File: src/rtl/rfid_cmd_tx.sv
// rfid_cmd_tx: UART transmitter for host -> UHF RFID reader command frames.
// Frame: BB, type, cmd, 00, PL_L, payload[0..PL_L-1], checksum, 7E.
// The checksum is the 8-bit sum of type, cmd, PL_H, PL_L and the payload bytes.
// Serial format is 8N1, LSB first. One bit lasts one baud_tick period.
//
// Ports:
//   clk        system clock
//   rst        synchronous reset, active low
//   baud_tick  one-clk pulse per bit period, shared with the receiver
//   start      one-clk frame request, sampled only in IDLE
//   msg_type   frame type byte
//   cmd_code   command byte
//   pl_len     payload length, clamped to MAX_PL
//   payload    payload byte k in bits [8k+7:8k]
//   auto_poll  periodic single-poll enable (needs RFID_AUTO_POLL_EN)
//   txd        serial output, idles high
//   busy       high while a frame is in progress
//   done       one-clk pulse when the last stop bit completes
//
// Build option: define RFID_AUTO_POLL_EN to get the auto-poll timer.
// Without it, frames are sent only on start.

module rfid_cmd_tx #(
   parameter int MAX_PL     = 4,
   parameter int POLL_TICKS = 24000
) (
   input  logic                  clk,
   input  logic                  rst,
   input  logic                  baud_tick,
   input  logic                  start,
   input  logic [7:0]            msg_type,
   input  logic [7:0]            cmd_code,
   input  logic [4:0]            pl_len,
   input  logic [8*MAX_PL-1:0]   payload,
   input  logic                  auto_poll,
   output logic                  txd,
   output logic                  busy,
   output logic                  done
);

   // state     | meaning
   // S_IDLE    | line idle; waiting for start or an auto-poll
   // S_WAIT    | frame latched; waiting for the tick that begins byte 0
   // S_START   | start bit of byte_q on the line
   // S_DATA    | data bit bit_q of byte_q on the line
   // S_STOP    | stop bit on the line; next tick loads the next byte or ends
   typedef enum logic [2:0] {S_IDLE, S_WAIT, S_START, S_DATA, S_STOP} state_t;

   localparam logic [4:0] MAX_PL_L = 5'(MAX_PL);

   state_t                state_q, state_d;
   logic [7:0]            type_q, type_d, cmd_q, cmd_d;
   logic [4:0]            len_q, len_d;
   logic [8*MAX_PL-1:0]   pl_q, pl_d;
   logic [4:0]            idx_q, idx_d;
   logic [2:0]            bit_q, bit_d;
   logic [7:0]            byte_q, byte_d;
   logic [7:0]            csum_q, csum_d;
   logic                  txd_q, txd_d, busy_q, busy_d, done_q, done_d;

   logic                  ext_start, poll_fire, launch;
   logic [4:0]            idx_inc, pidx;
   logic [7:0]            pl_byte, next_byte;
   logic [2:0]            bit_nxt;

   // A start coinciding with done is dropped, not queued.
   assign ext_start = start && (state_q == S_IDLE) && !done_q;
   assign launch    = ext_start || poll_fire;

`ifdef RFID_AUTO_POLL_EN
   localparam int PW = $clog2(POLL_TICKS + 1);
   logic [PW-1:0] poll_cnt_q, poll_cnt_d;

   always_comb begin
      poll_cnt_d = poll_cnt_q;
      poll_fire  = 1'b0;
      if (state_q != S_IDLE || !auto_poll || ext_start || done_q) begin
         poll_cnt_d = '0;
      end else if (baud_tick) begin
         if (poll_cnt_q == PW'(POLL_TICKS - 1)) begin
            poll_fire  = 1'b1;
            poll_cnt_d = '0;
         end else begin
            poll_cnt_d = poll_cnt_q + 1'b1;
         end
      end
   end

   always_ff @(posedge clk) begin
      if (!rst) poll_cnt_q <= '0;
      else      poll_cnt_q <= poll_cnt_d;
   end
`else
   logic unused_auto_poll;
   assign unused_auto_poll = auto_poll | (POLL_TICKS < 1);
   assign poll_fire        = 1'b0;
`endif

   assign idx_inc = idx_q + 5'd1;
   assign pidx    = idx_inc - 5'd5;
   assign bit_nxt = bit_q + 3'd1;

   always_comb begin
      pl_byte = 8'h00;
      for (int k = 0; k < MAX_PL; k++) begin
         if (pidx == 5'(k)) pl_byte = pl_q[8*k +: 8];
      end
   end

   // Byte for index idx_inc; byte 0 (BB) is loaded at latch time.
   always_comb begin
      if (idx_inc == 5'd1)                next_byte = type_q;
      else if (idx_inc == 5'd2)           next_byte = cmd_q;
      else if (idx_inc == 5'd3)           next_byte = 8'h00;
      else if (idx_inc == 5'd4)           next_byte = {3'b000, len_q};
      else if (idx_inc <= len_q + 5'd4)   next_byte = pl_byte;
      else if (idx_inc == len_q + 5'd5)   next_byte = csum_q;
      else                                next_byte = 8'h7E;
   end

   always_comb begin
      state_d = state_q;
      type_d  = type_q;
      cmd_d   = cmd_q;
      len_d   = len_q;
      pl_d    = pl_q;
      idx_d   = idx_q;
      bit_d   = bit_q;
      byte_d  = byte_q;
      csum_d  = csum_q;
      txd_d   = txd_q;
      busy_d  = busy_q;
      done_d  = 1'b0;
      case (state_q)
         S_IDLE: begin
            if (launch) begin
               state_d = S_WAIT;
               busy_d  = 1'b1;
               idx_d   = 5'd0;
               bit_d   = 3'd0;
               byte_d  = 8'hBB;
               csum_d  = 8'h00;
               if (ext_start) begin
                  type_d = msg_type;
                  cmd_d  = cmd_code;
                  len_d  = (pl_len > MAX_PL_L) ? MAX_PL_L : pl_len;
                  pl_d   = payload;
               end else begin
                  type_d = 8'h00;
                  cmd_d  = 8'h22;
                  len_d  = 5'd0;
                  pl_d   = '0;
               end
            end
         end
         S_WAIT: begin
            if (baud_tick) begin
               txd_d   = 1'b0;
               state_d = S_START;
            end
         end
         S_START: begin
            if (baud_tick) begin
               txd_d   = byte_q[0];
               bit_d   = 3'd0;
               state_d = S_DATA;
            end
         end
         S_DATA: begin
            if (baud_tick) begin
               if (bit_q == 3'd7) begin
                  txd_d   = 1'b1;
                  state_d = S_STOP;
               end else begin
                  txd_d = byte_q[bit_nxt];
                  bit_d = bit_nxt;
               end
            end
         end
         S_STOP: begin
            if (baud_tick) begin
               if (idx_q == len_q + 5'd6) begin
                  done_d  = 1'b1;
                  busy_d  = 1'b0;
                  state_d = S_IDLE;
               end else begin
                  idx_d   = idx_inc;
                  byte_d  = next_byte;
                  txd_d   = 1'b0;
                  state_d = S_START;
                  if (idx_inc <= len_q + 5'd4) csum_d = csum_q + next_byte;
               end
            end
         end
         default: state_d = S_IDLE;
      endcase
   end

   always_ff @(posedge clk) begin
      if (!rst) begin
         state_q <= S_IDLE;
         type_q  <= 8'h00;
         cmd_q   <= 8'h00;
         len_q   <= 5'd0;
         pl_q    <= '0;
         idx_q   <= 5'd0;
         bit_q   <= 3'd0;
         byte_q  <= 8'h00;
         csum_q  <= 8'h00;
         txd_q   <= 1'b1;
         busy_q  <= 1'b0;
         done_q  <= 1'b0;
      end else begin
         state_q <= state_d;
         type_q  <= type_d;
         cmd_q   <= cmd_d;
         len_q   <= len_d;
         pl_q    <= pl_d;
         idx_q   <= idx_d;
         bit_q   <= bit_d;
         byte_q  <= byte_d;
         csum_q  <= csum_d;
         txd_q   <= txd_d;
         busy_q  <= busy_d;
         done_q  <= done_d;
      end
   end

   assign txd  = txd_q;
   assign busy = busy_q;
   assign done = done_q;

endmodule

File: config.mk
export PLATFORM = sky130hd
export DESIGN_NAME = rfid_cmd_tx
export DESIGN_NICKNAME = d
export VERILOG_FILES = /design/src/rtl/rfid_cmd_tx.sv
export SDC_FILE = /design/constraint.sdc
export NUM_CORES = 1
export LEC_CHECK = 0
export CAP_MARGIN = 20
export CORE_UTILIZATION = 40
export DETAILED_ROUTE_END_ITERATION = 12
export MAX_ROUTING_LAYER = met4
export PLACE_DENSITY = 0.6
export RECOVER_POWER = 50
export SLEW_MARGIN = 20
export SYNTH_ARGS = -nofsm -noshare
export SYNTH_HDL_FRONTEND = slang
export SYNTH_SLANG_ARGS = --single-unit
File: constraint.sdc
create_clock -name clk -period 5.3 [get_ports clk]
set_input_delay 0.53 -clock clk [delete_from_list [all_inputs] [get_ports clk]]
set_output_delay 0.53 -clock clk [all_outputs]
set_load 0.01 [all_outputs]
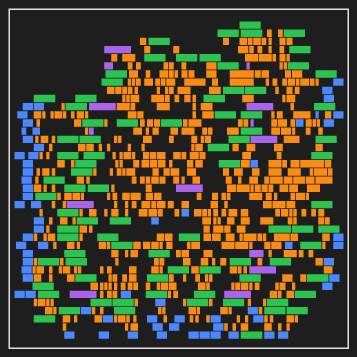
class_map.png
(3 px per micron)
legend:
  remaining buffers and delay cells:
    colour: blue
    cells: 66
  registers:
    colour: green
    cells: 83
  remaining logic cells:
    colour: orange
    cells: 492
  clock drivers and dummy loads:
    colour: purple
    cells: 14

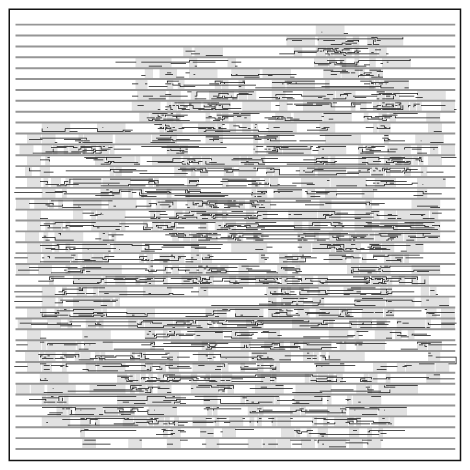
m1.png
(4 px per micron) Supply wires on this layer in grey.
share of all routed wire: 50%
main direction: horizontal
longest straight run: 42.8 microns
nets with wire on the layer: 671

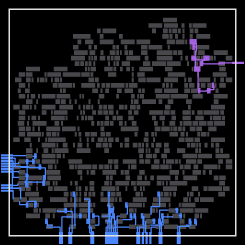
port_trees.png
(2 px per micron)
legend:
  payload:
    colour: blue
    bits: 32
    direction: input
    edge: 22 south, 10 west
    end_cells: 32
    buffers: 32
    wire: 495 microns
  baud_tick:
    colour: purple
    bits: 1
    direction: input
    edge: east
    end_cells: 10
    buffers: 1
    wire: 70.5 microns
IO Pins: 61
Buffers on Ports: 59

==> results.txt <==
Update from the flow run.

The summed standard-cell area reported by yosys is 4880 sq um. The number of diodes added for antenna fixing is 0. The via count is about 4400. The first-pass GRT wire length is 20500 microns. On the final layout, the worst clock skew is 7.20 ps. The synthesized cell area is 4880 sq um. The met3 global-route usage is 0.0346. In the finished design, the share of the clock period the worst path needs comes to 0.901.

TritonCTS built the clock tree. On met1, the global router reports a usage of 0.286. The depth of the worst register-to-register path is 22. The most repeated library cell on the critical path is sky130_fd_sc_hd__o21ai_0. The detailed placement HPWL is between 8000 and 9000 microns. The setup path with the least slack is of type reg -> reg. After the first detailed-routing iteration, the DRC count stood at a little under 300. The final max-slew violation count recorded for this run is ~55.

For reference, the placement row count at floorplan is 39. The global router reports that the layer with the highest usage is met2. The post-synth net total is 702. Per the post-synthesis stats, the area per cell is 7.89 sq um.

Sorting the synthesized cells by how often they occur yields sky130_fd_sc_hd__nand2_1 (127), sky130_fd_sc_hd__dfxtp_1 (83), sky130_fd_sc_hd__a21boi_0 (55). The area fraction of the dominant cell type after synthesis is 0.340. The OpenROAD warning count is 33.

At the worst endpoint, the required time is 5520 ps. Per the timing report, the most critical flop-to-flop path originates at idx_q[1]. The final layout reports a setup TNS of 0 ps.

The die extent in y is ~110 microns. The actual slew at the worst max-slew pin is around 2400 ps. Of the post-synthesis cell area, the part taken by muxes is 0.0154. The signed area change from the synthesized netlist to the final layout is 18.8%. The number of buffers inserted for hold repair after clock tree synthesis is 0. The capture point of the critical path was reported as csum_q[6]. In this design, the largest share of critical-path delay is due to AND-OR/OR-AND gates. The share of synthesized registers carrying an async set or reset is 0. The clock buffer count from CTS is 9. The AND-OR/OR-AND share of the synthesized area is 0.264. The peak ir drop on the vdd network is 0.158 mV. After clock tree synthesis, the setup repair step added 0 buffers.

Setup repair after global routing left no endpoint under its margin. Measured along the x axis, the die boundary spans 112 microns. The final count of hold timing violations is 0. Timing would allow up to 209 MHz.

The slowest stage of the critical path belongs to the cell sky130_fd_sc_hd__dfxtp_2. The initial antenna violation count is 0. The met2 usage is 0.317.

The routed wire length is 12400 microns. The critical path depth in cells is 22. Looking at the critical path, the highest net fanout was 12. Once layout is complete, the utilization of the core stands at 0.497.

The final tally of setup violations is 0. STA classifies the critical path endpoint as a flop. The number of warnings issued by yosys is 0. The clock latency reported for the late side of the worst-skew pair is roughly 340 ps. The leakage component of the power was reported as 0.00215 uW. The final reports fail on capacitance limit, slew limit.

The clock transition at the registers of the reported paths is 60 ps. The number of cells produced by synthesis is approximately 620. The source of the critical timing path is idx_q[1].

Per STA, the worst path is made up of ha_2 -> nand3_1 -> xnor2_1 -> inv_1 -> ha_1 -> nor2_1 -> a31oi_1 -> o31ai_1 -> buf_4 -> nor4_1 -> o221ai_1 -> a21oi_1 -> ha_1 -> inv_1 -> fa_1 -> nor2b_1 -> o21ai_0 -> a21oi_1 -> o21ai_0 -> and3_1 -> o21ai_0 -> a21boi_0. For this run the top cell type by instance count after synthesis was sky130_fd_sc_hd__nand2_1. The run reported a max-capacitance violation count of 1. The parity-gate share of the synthesized area counting xor and xnor cells is 0.0385. The run finished, with violations left. The type of the worst min-delay path is reg -> reg. The initial standard-cell utilization of the core is 0.419. The count of clock tree sinks is around 83. The synthesized netlist was found by Yosys to have 619 cells.

After detailed placement, the design holds a cell count of 784. The congestion estimate from routability-driven global placement came to around 0.86. By area the synthesized netlist is led by sky130_fd_sc_hd__dfxtp_1 (34%), sky130_fd_sc_hd__nand2_1 (9.8%), sky130_fd_sc_hd__a21boi_0 (8.5%), sky130_fd_sc_hd__ha_1 (6.2%), sky130_fd_sc_hd__a21oi_1 (3.7%). The tightest hold path in the finished design has a slack of 461 ps. Counting instances, the worst hold path has a depth of 2.

The overall die size recorded for this design is about 13000 sq um. The iteration count recorded for the first detailed-route pass is 4. The startpoint of the tightest hold check path is txd. The DRC violation total left in the routed layout is recorded as 0. Once placement finished, the instance area stood at 5530 sq um. Post-CTS repair changed the size of 0 cells. The number of global-route vias before repair is slightly above 4000.

In this run the critical register-to-register path is captured at csum_q[6]. The post-synth register bit count is approximately 83. The cell at the root of the clock tree is sky130_fd_sc_hd__clkbuf_16.

For this design the ratio of total power to cell area is roughly 260 nW/um^2. The proportion of layout cells with a drive suffix above 1 is 0.0504. The dominant non-sequential cell family after synthesis is AND-OR/OR-AND gates. The global route stage reports its total congestion overflow as 0. The kind of start point of the critical path is a flop. Data arrives at the worst endpoint at approximately 5000 ps. The final instance area is 5800 sq um. Counting distinct cell types in the post-synthesis netlist gives around 65. The worst-case hold path end point is txd. The worst max-slew margin expressed relative to the limit is -0.581. In this run, synthesis inferred 0 flip-flops with an integrated enable.

The shortest clock period the worst path allows after layout is 4780 ps. The detail route stage leaves a number of antenna-violating nets equal to 0. The detailed-route vias per instance is 5.56. The global-route usage over all layers is 0.212. Of the total synthesized cell area, the portion taken by AND, OR, NAND and NOR gates is 0.222. For this run, the leading register cell type out of synthesis is sky130_fd_sc_hd__dfxtp_1. The pin count of the biggest net entering global routing is 88. The sequential share of the synthesized area is 0.340. The leading area contributor after synthesis is sky130_fd_sc_hd__dfxtp_1. The finished design was reported to have a net count of 735. The worst-case register-to-register setup slack is about 520 ps.

In this run, the synthesized area fraction spent on adder and majority cells is recorded as 0.0656. The wire length per cell after detailed routing is 15.5 microns. Per the post-run analysis, buffers plus inverters along the critical path come to 3. The number of H-tree levels is 3. The timing report gives the biggest stage delay along the critical path as 460 ps. Per the CTS log, the buffer count on the longest clock path is 2.
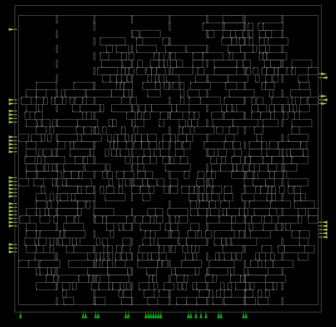
placed.png
non-filler cells, final: 798
core region area: 11700 sq um

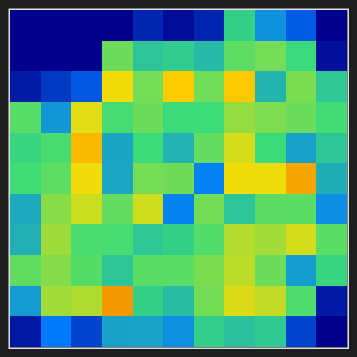
util_map.png
(3 px per micron) 11 x 11 tiles, from dark blue (low) to red (high), 0 to 100% covered.
nearly empty tiles: 7.4%
mean over tiles: 44%
emptiest ninth of the die: north-west
tiles over 75% full: 4.1%
fullest tile: 83%

-- per-layer routing --
layer | vias up | routed length [microns]
met5 | - | 0
met4 | 0 | 180
met3 | 12 | 595
met2 | 106 | 5460
met1 | 2066 | 6150
li1 | 2255 | -
-- layout by cell type (no fill, tap or decap), types with 12 or more instances in the layout --
cell type / n
sky130_fd_sc_hd__nor2b_1: 19
sky130_fd_sc_hd__inv_1: 23
sky130_fd_sc_hd__dfxtp_1: 82
sky130_fd_sc_hd__a21oi_1: 36
sky130_fd_sc_hd__a21boi_0: 55
sky130_fd_sc_hd__ha_1: 23
sky130_fd_sc_hd__o21ai_0: 30
sky130_fd_sc_hd__nand2_1: 127
sky130_fd_sc_hd__xnor2_1: 12
sky130_fd_sc_hd__nor2_1: 26
sky130_fd_sc_hd__clkdlybuf4s50_1: 54
-- where the power goes --
group | total (uW) | leakage (uW) | switching [uW] | internal, uW
combinational | 235 | 0.00134 | 126 | 109
clock | 567 | 0.000128 | 242 | 325
sequential | 692 | 0.000679 | 27.9 | 664
total | 1490 | 0.00215 | 396 | 1100
-- layout make-up --
cell class | count | area [sq um]
multi-input combinational | 469 | 2980
fill | 1151 | 5860
inverter | 23 | 86.3
timing repair buffer | 66 | 634
clock inverter | 2 | 13.8
sequential | 83 | 1660
tap | 143 | 179
clock buffer | 12 | 246
-- per-stage QoR --
step	setup WS, ps	total power [uW]
6_report	524	1490
5_1_grt	104	1570
4_1_cts	345	1510
3_5_place_dp	384	944
3_3_place_gp	458	937
2_1_floorplan	1040	847
-- flip-flops by register name, indices dropped and copies added (netlist names) --
name / count
pl_q: 32
byte_q: 8
cmd_q: 8
csum_q: 8
type_q: 8
idx_q: 5
len_q: 5
bit_q: 3
state_q: 3
busy: 1
done: 1
txd: 1
Power is estimated from default activity; no workload was simulated.
